### src/rtl/hba_pkg.sv
// Shared definitions for the HBA bus controller: FSM encoding, default sizing and
// the master-index type.
package hba_pkg;

  localparam int unsigned HbaNumMasters    = 4;
  localparam int unsigned HbaAddrWidth     = 12;
  localparam int unsigned HbaTimeoutCycles = 255;
  localparam int unsigned HbaCntWidth      = 8;

  // Width of a master index; the bus tops out at four requesters.
  localparam int unsigned HbaMidxW = 2;

  typedef logic [HbaMidxW-1:0] hba_midx_t;

  typedef enum logic [1:0] {
    StIdle,
    StOwned,
    StXfer
  } hba_state_e;

endpackage

### src/rtl/hba_rr_pick.sv
// Combinational round-robin picker: scans requesters starting just after the last
// winner, wrapping around, and returns the first hit as one-hot plus index.
module hba_rr_pick #(
  parameter int unsigned N  = 4,
  parameter int unsigned IW = 2
) (
  input  logic [N-1:0]  req_i,
  input  logic [IW-1:0] last_i,
  output logic [N-1:0]  gnt_o,
  output logic [IW-1:0] idx_o,
  output logic          valid_o
);

  always_comb begin
    int unsigned   cand;
    logic [IW-1:0] cand_idx;
    logic          found;
    gnt_o    = '0;
    idx_o    = '0;
    found    = 1'b0;
    cand     = 0;
    cand_idx = '0;
    // last_i itself is scanned last, so a lone requester can win twice in a row.
    for (int unsigned i = 1; i <= N; i++) begin
      cand = 32'(last_i) + i;
      if (cand >= N) begin
        cand = cand - N;
      end
      cand_idx = IW'(cand);
      if (!found && req_i[cand_idx]) begin
        found           = 1'b1;
        gnt_o[cand_idx] = 1'b1;
        idx_o           = cand_idx;
      end
    end
    valid_o = found;
  end

endmodule

### src/rtl/hba_bus_ctrl.sv
// HBA bus controller: round-robin ownership among up to four masters, with a
// per-transfer watchdog that fakes an acknowledge and logs the first failing access.
module hba_bus_ctrl
  import hba_pkg::*;
#(
  parameter int unsigned NUM_MASTERS    = HbaNumMasters,
  parameter int unsigned ADDR_WIDTH     = HbaAddrWidth,
  parameter int unsigned TIMEOUT_CYCLES = HbaTimeoutCycles,
  parameter int unsigned CNT_WIDTH      = HbaCntWidth
) (
  input  logic                  hba_clk,
  input  logic                  hba_reset_n,
  input  logic [3:0]            hba_mrequest,
  input  logic                  hba_select,
  input  logic                  hba_xferack,
  input  logic [ADDR_WIDTH-1:0] hba_abus,
  output logic [3:0]            hba_mgrant,
  output logic                  hba_xferack_timeout,
  output logic                  err_valid,
  output logic                  err_overflow,
  output logic [1:0]            err_master,
  output logic [ADDR_WIDTH-1:0] err_addr,
  input  logic                  err_clear
);

  localparam bit WdEnable = TIMEOUT_CYCLES != 0;
  localparam logic [CNT_WIDTH-1:0] CntLast =
      CNT_WIDTH'(WdEnable ? TIMEOUT_CYCLES - 1 : 0);
  localparam hba_midx_t LastReset = hba_midx_t'(NUM_MASTERS - 1);

  hba_state_e state_q, state_d;

  logic [3:0]            grant_q, grant_d;
  hba_midx_t             owner_q, owner_d;
  hba_midx_t             last_q, last_d;
  logic [CNT_WIDTH-1:0]  cnt_q, cnt_d;
  logic                  timeout_q, timeout_d;
  logic                  err_valid_q, err_valid_d;
  logic                  err_overflow_q, err_overflow_d;
  hba_midx_t             err_master_q, err_master_d;
  logic [ADDR_WIDTH-1:0] err_addr_q, err_addr_d;

  logic [NUM_MASTERS-1:0] pick_gnt;
  hba_midx_t              pick_idx;
  logic                   pick_valid;
  logic                   owner_req;
  logic                   expire;
  logic                   owner_release;

  // Slicing to NUM_MASTERS keeps requests from unpopulated slots out of arbitration.
  hba_rr_pick #(
    .N  (NUM_MASTERS),
    .IW (HbaMidxW)
  ) u_pick (
    .req_i   (hba_mrequest[NUM_MASTERS-1:0]),
    .last_i  (last_q),
    .gnt_o   (pick_gnt),
    .idx_o   (pick_idx),
    .valid_o (pick_valid)
  );

  assign owner_req     = hba_mrequest[owner_q];
  assign owner_release = (state_q == StOwned) && !hba_select && !owner_req;

  // A real acknowledge in the expiry cycle always beats the watchdog.
  assign expire = WdEnable && (state_q == StXfer) && !hba_xferack && (cnt_q == CntLast);

  // FSM state register.
  always_ff @(posedge hba_clk or negedge hba_reset_n) begin
    if (!hba_reset_n) begin
      state_q <= StIdle;
    end else begin
      state_q <= state_d;
    end
  end

  // FSM next-state logic.
  always_comb begin
    state_d = state_q;
    unique case (state_q)
      StIdle: begin
        if (pick_valid) begin
          state_d = StOwned;
        end
      end
      StOwned: begin
        if (hba_select) begin
          state_d = StXfer;
        end else if (!owner_req) begin
          state_d = StIdle;
        end
      end
      StXfer: begin
        // Ack, watchdog expiry and master abort all hand the bus back to the owner.
        if (hba_xferack || expire || !hba_select) begin
          state_d = StOwned;
        end
      end
      default: state_d = StIdle;
    endcase
  end

  // FSM outputs.
  always_comb begin
    hba_mgrant          = (state_q == StIdle) ? 4'b0000 : grant_q;
    hba_xferack_timeout = timeout_q;
    err_valid           = err_valid_q;
    err_overflow        = err_overflow_q;
    err_master          = err_master_q;
    err_addr            = err_addr_q;
  end

  // Ownership bookkeeping.
  always_comb begin
    grant_d = grant_q;
    owner_d = owner_q;
    last_d  = last_q;
    if ((state_q == StIdle) && pick_valid) begin
      grant_d                    = '0;
      grant_d[NUM_MASTERS-1:0]   = pick_gnt;
      owner_d                    = pick_idx;
    end
    if (owner_release) begin
      last_d = owner_q;
    end
  end

  // Watchdog counter runs only while a transfer is still pending; any exit clears it.
  always_comb begin
    cnt_d     = '0;
    timeout_d = expire;
    if ((state_q == StXfer) && hba_select && !hba_xferack && !expire) begin
      cnt_d = (cnt_q == '1) ? cnt_q : cnt_q + 1'b1;
    end
  end

  // Error log: the clear is applied first so a coincident capture still lands.
  always_comb begin
    logic valid_base;
    logic ovf_base;
    valid_base     = err_valid_q & ~err_clear;
    ovf_base       = err_overflow_q & ~err_clear;
    err_valid_d    = valid_base;
    err_overflow_d = ovf_base;
    err_master_d   = err_master_q;
    err_addr_d     = err_addr_q;
    if (expire) begin
      if (valid_base) begin
        err_overflow_d = 1'b1;
      end else begin
        err_valid_d  = 1'b1;
        err_master_d = owner_q;
        err_addr_d   = hba_abus;
      end
    end
  end

  always_ff @(posedge hba_clk or negedge hba_reset_n) begin
    if (!hba_reset_n) begin
      grant_q        <= '0;
      owner_q        <= '0;
      last_q         <= LastReset;
      cnt_q          <= '0;
      timeout_q      <= 1'b0;
      err_valid_q    <= 1'b0;
      err_overflow_q <= 1'b0;
      err_master_q   <= '0;
      err_addr_q     <= '0;
    end else begin
      grant_q        <= grant_d;
      owner_q        <= owner_d;
      last_q         <= last_d;
      cnt_q          <= cnt_d;
      timeout_q      <= timeout_d;
      err_valid_q    <= err_valid_d;
      err_overflow_q <= err_overflow_d;
      err_master_q   <= err_master_d;
      err_addr_q     <= err_addr_d;
    end
  end

  grant_onehot_a: assert property (@(posedge hba_clk) disable iff (!hba_reset_n)
    $onehot0(hba_mgrant));

endmodule

### config.mk
export PLATFORM = sky130hd
export DESIGN_NAME = hba_bus_ctrl
export DESIGN_NICKNAME = d
export VERILOG_FILES = /design/src/rtl/hba_pkg.sv /design/src/rtl/hba_rr_pick.sv /design/src/rtl/hba_bus_ctrl.sv
export SDC_FILE = /design/constraint.sdc
export NUM_CORES = 1
export LEC_CHECK = 0
export CAP_MARGIN = 20
export CORE_MARGIN = 4
export CORE_UTILIZATION = 43
export DETAILED_ROUTE_END_ITERATION = 8
export GPL_TIMING_DRIVEN = 0
export PLACE_DENSITY = 0.66
export SYNTH_ARGS = -nofsm -noshare
export SYNTH_HDL_FRONTEND = slang
export SYNTH_SLANG_ARGS = --single-unit
### constraint.sdc
create_clock -name hba_clk -period 3.6 [get_ports hba_clk]
set_clock_uncertainty 0.2 [all_clocks]
set_input_delay 0.72 -clock hba_clk [delete_from_list [all_inputs] [get_ports hba_clk]]
set_output_delay 0.72 -clock hba_clk [all_outputs]
set_load 0.01 [all_outputs]
==> summary.rpt, run 1 <==
==== FLOW RESULTS ====
----------------------------------------------------
[Layout]
  Clock-cell share of area ........................ 0.03274
  Non-Filler Cell Area, Final ........................ 2675 sq um
  Non-filler cells in the finished layout ........................ 315
  N_diodes ........................ 0
  NumNets Final ........................ 279
  Combinational share of cell area ........................ 0.4261
  Flops ........................ 35
  Number of flip-flops under the largest register name ........................ 12
  Signal buffers share of area ........................ 0.1674
  Multi-input logic cell count ........................ 148
  Utilization after layout ........................ 0.5664
  Sequential portion of the cell area ........................ 0.3283
  Most frequent standard cell in the layout excluding fill and tap cells ........................ clkdlybuf4s50_1
  Combinational cell area excluding buffers and inverters ........................ 1140 sq um
  Number of filler cells placed in the layout ........................ 412
  Storage cell area ........................ 878.3 sq um

[Routing]
  Met3 routed wirelength ........................ 205 microns
  Length of routed wiring on met1 ........................ 2241 microns
  Highest metal layer used by the detailed router ........................ met4
  Number of routed nets with antenna violations ........................ 0
  Post-Route WL ........................ 4589 microns
  Total length of routed met2 wires ........................ 2115 microns
  Via total after detailed routing ........................ 1,643
  Number of detailed-route iterations in the first pass ........................ 4

[Die]
  Die W ........................ 77.88 microns
  Core ar. ........................ 4723 sq um
  Full die area ........................ 6065 sq um
  Top-Level Pins ........................ 42
  Std-Cell Rows ........................ 25

[Power and ir drop]
  Relative contribution of sequential cells to total power ........................ 0.318
  Top pwr grp ........................ combinational cells
  Power spent charging and discharging nets ........................ 637.3 uW
  Combinational group share of total power ........................ 0.509
  Clock network power share ........................ 0.174

[Synthesis]
  Commonest register cell after synthesis ........................ dfrtp_1
  Yosys adder share ........................ 0.05959
  Yosys chip area ........................ 2100 sq um
  Synth Area in XOR/XNOR ........................ 0.02086
  Most instantiated library cell after synthesis ........................ dfrtp_1
  Distinct lib cells ........................ 43
  Synth flops ........................ 35
  Syn Area/Cell ........................ 10.45 sq um
  Most area-consuming cells after synthesis ........................ dfrtp_1 (39%), mux2_2 (8.0%), ha_1 (6.0%)
  Yosys cell count ........................ 201
  Synthesized instance count ........................ 201
  Synthesized cell area ........................ 2100 sq um
  AND-OR/OR-AND share of the synthesized area ........................ 0.1460
  Count of library flops with an enable pin ........................ 0
  Library cell with the largest summed area after synthesis ........................ dfrtp_1
  Tally of yosys warning messages ........................ 0

[Setup path]
  Crit-path max cell delay ........................ 0.58 ns
  Reg-to-reg critical path startpoint ........................ last_q[1]$_DFFE_PN1P_
  Number of stages on the worst setup path ........................ 8
  Element type at the critical path start ........................ flop
  Depth of the most critical reg-to-reg path ........................ 8
  Master of the slowest instance on the critical path ........................ dfstp_2
  Endpoint arrival time on the critical path ........................ 3.31 ns
  Crit path required time ........................ 3.56 ns
  RR Endpoint ........................ grant_q[0]$_DFFE_PN0P_
  WP buf/inv ........................ 3
  Register-to-register setup slack ........................ 0.26 ns
  Family of cells with the greatest summed delay on the critical path ........................ buffers and inverters

[Placement]
  Count of buffers inserted at the top-level ports ........................ 41
  DP HPWL ........................ 3372 microns
  Placed instance area ........................ 2589 sq um
  Routability congestion estimate from global placement ........................ 0.8369
  Cell count after placement ........................ 309

[Global routing]
  Met3 usage in global routing ........................ 0.03480
  Layer with the highest usage after global routing ........................ met2
  Initial antenna violation count ........................ 0
  Met1 Usage GRT ........................ 0.2189
  Global routing usage on met2 ........................ 0.2474

[Run status]
  Status ........................ finished, final reports clean

[Clock tree]
  Total of cells resized after clock tree synthesis ........................ 0
  Hold buffers post-CTS ........................ 0
  Clk slew on worst S/H paths ........................ 0.06 ns
  Bufs on Longest Clock Path ........................ 2
  Clock tree from TritonCTS ........................ done

[STA]
  Worst-margin pin slew ........................ 0.7734 ns
  Worst path setup slack after routing ........................ 0.2573 ns
  Maximum achievable frequency ........................ 299.2 MHz
  Unrepaired setup endpoints after global routing ........................ no
  Final-report setup violation count ........................ 0
  Max-slew violations ........................ 0

[Min path]
  End point of the most critical hold path ........................ grant_q[1]$_DFFE_PN0P_
  Class of the tightest hold or removal check ........................ flop to flop

[Job]
  Maximum capacitance violations ........................ 0

----------------------------------------------------
### Signal wires by layer, run 1

Only two layers are drawn.
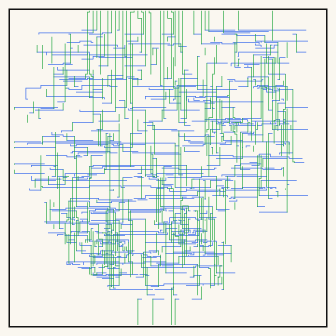
color	layer	wire length
blue	M1	2,240 microns
green	M2	2,120 microns

### The clock network, run 1

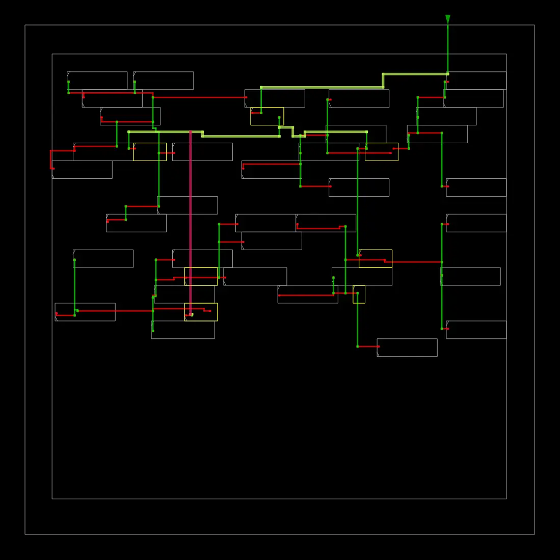
clock insertion delay at the later pin of the skew report: 0.28 ns
total clock buffers created by CTS: 5
power dissipated in the clock network: 284 uW
TritonCTS sink count: 35
clock buffer instance count of the final layout: 6

### I/O nets highlighted, run 1

Scale bar: 20 microns.
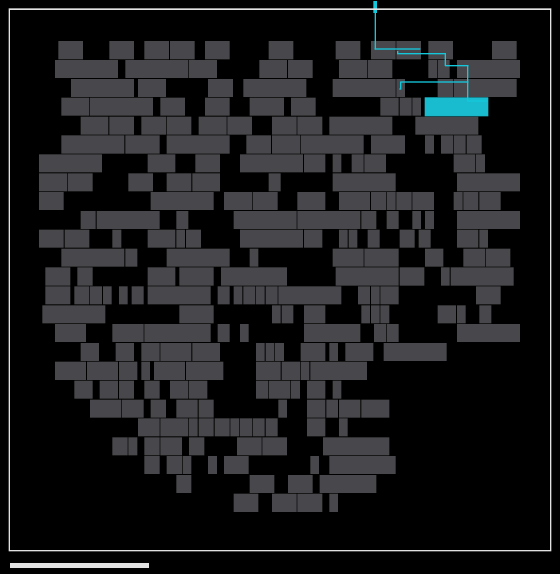
color	port	direction	edge	end cells	buffers	wire
cyan	`err_valid`	output	top	1	1	42.6 microns

### Sequential cells grouped by signal name, run 1

Scale bar: 20 microns.
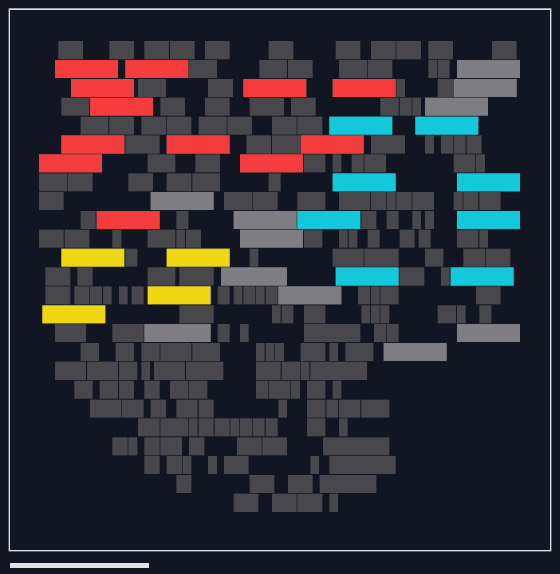
color	signal	flops
red	`err_addr`	12
cyan	`cnt_q`	8
yellow	`grant_q`	4

### A small window of the routed layout, run 1

Window x 0 to 40, y 38 to 78 microns. Cells in gray, sequential cells in the stronger gray; small squares are vias.
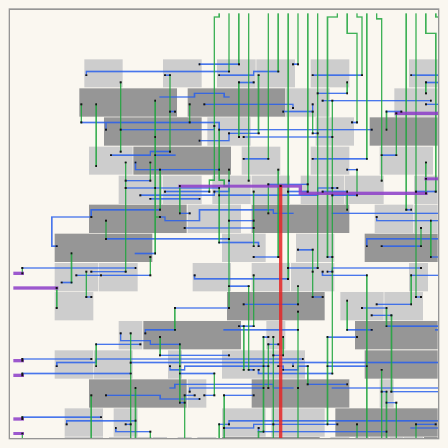

==> run 2: changes to the inputs <==
CORE_UTILIZATION = 40   (was 43)
PLACE_DENSITY = 0.62   (was 0.66)
### A small window of the routed layout, run 2

Window x 0 to 40, y 40 to 80 microns. Cells in gray, sequential cells in the stronger gray; small squares are vias.
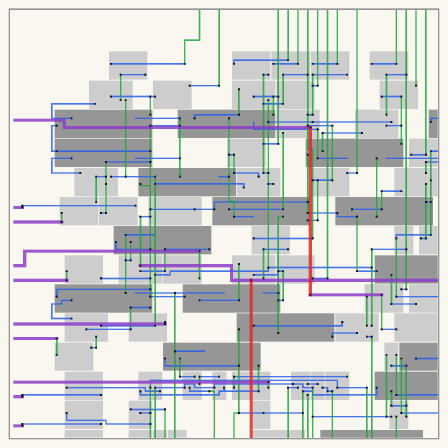
color	layer
blue	M1
purple	M3
red	M4
green	M2
netlist names of flops here include	`err_addr` (10), `err_master` (2)
sequential cells in the window	14
most frequent	clkdlybuf4s50_1 (23), dfrtp_1 (14), mux2_2 (12)
cells with their middle in the window	62

==> run 2 against run 1 <==
Via count grew 0.67%. Worst hold slack improved by 0.0046 ns. Flip-flop count did not move. Area after synthesis unchanged. Cell area is the same. Sequential share of layout area is the same. Maximum frequency down 0.81%. Wire length down 3.4%. Non-clock buffer count unchanged. Critical path type unchanged. Critical endpoint is now grant_q[1]$_DFFE_PN0P_.
==> summary.rpt, run 2 <==
==== FLOW RESULTS ====
----------------------------------------------------
[Run status]
  Status ........................ finished, final reports clean

[Synthesis]
  Library cell with the largest summed area after synthesis ........................ dfrtp_1
  Synthesized instance count ........................ 201 (unchanged)
  Commonest register cell after synthesis ........................ dfrtp_1
  Count of library flops with an enable pin ........................ 0 (unchanged)
  Synth flops ........................ 35 (unchanged)
  Synth Area in XOR/XNOR ........................ 0.02086 (unchanged)
  Most instantiated library cell after synthesis ........................ dfrtp_1
  Yosys adder share ........................ 0.05959 (unchanged)
  Syn Area/Cell ........................ 10.45 sq um (unchanged)

[Power and ir drop]
  Combinational group share of total power ........................ 0.511 (+0.002)
  Relative contribution of sequential cells to total power ........................ 0.321 (+0.003)

[Layout]
  Most frequent standard cell in the layout excluding fill and tap cells ........................ clkdlybuf4s50_1
  Clock buffer instance count of the final layout ........................ 5 (-1)
  NumNets Final ........................ 279 (unchanged)
  Combinational cell area excluding buffers and inverters ........................ 1140 sq um (unchanged)
  Signal buffers share of area ........................ 0.1674 (unchanged)
  Utilization after layout ........................ 0.5238 (-0.04260)
  Sequential portion of the cell area ........................ 0.3283 (unchanged)

[STA]
  Max-slew violations ........................ 0 (unchanged)
  Worst-margin pin slew ........................ 0.7779 ns (+0.004475 ns)
  Maximum achievable frequency ........................ 296.7 MHz (-0.81%)
  Worst path setup slack after routing ........................ 0.2299 ns (-0.02740 ns)

[Die]
  Core ar. ........................ 5107 sq um (+8.1%)
  Full die area ........................ 6472 sq um (+6.7%)

[Clock tree]
  Total clock buffers created by CTS ........................ 5 (unchanged)
  Hold buffers post-CTS ........................ 0 (unchanged)
  Clock tree from TritonCTS ........................ done

[Routing]
  Number of detailed-route iterations in the first pass ........................ 4 (unchanged)
  Number of routed nets with antenna violations ........................ 0 (unchanged)
  Length of routed wiring on met1 ........................ 2158 microns (-3.7%)

[Setup path]
  Family of cells with the greatest summed delay on the critical path ........................ buffers and inverters
  Master of the slowest instance on the critical path ........................ dfstp_2

[Min path]
  End point of the most critical hold path ........................ grant_q[3]$_DFFE_PN0P_
  Class of the tightest hold or removal check ........................ flop to flop

[Placement]
  DP HPWL ........................ 3222 microns (-4.5%)

[Global routing]
  Global routing usage on met2 ........................ 0.2152 (-0.03220)

----------------------------------------------------
Power and IR drop assume default switching activity.
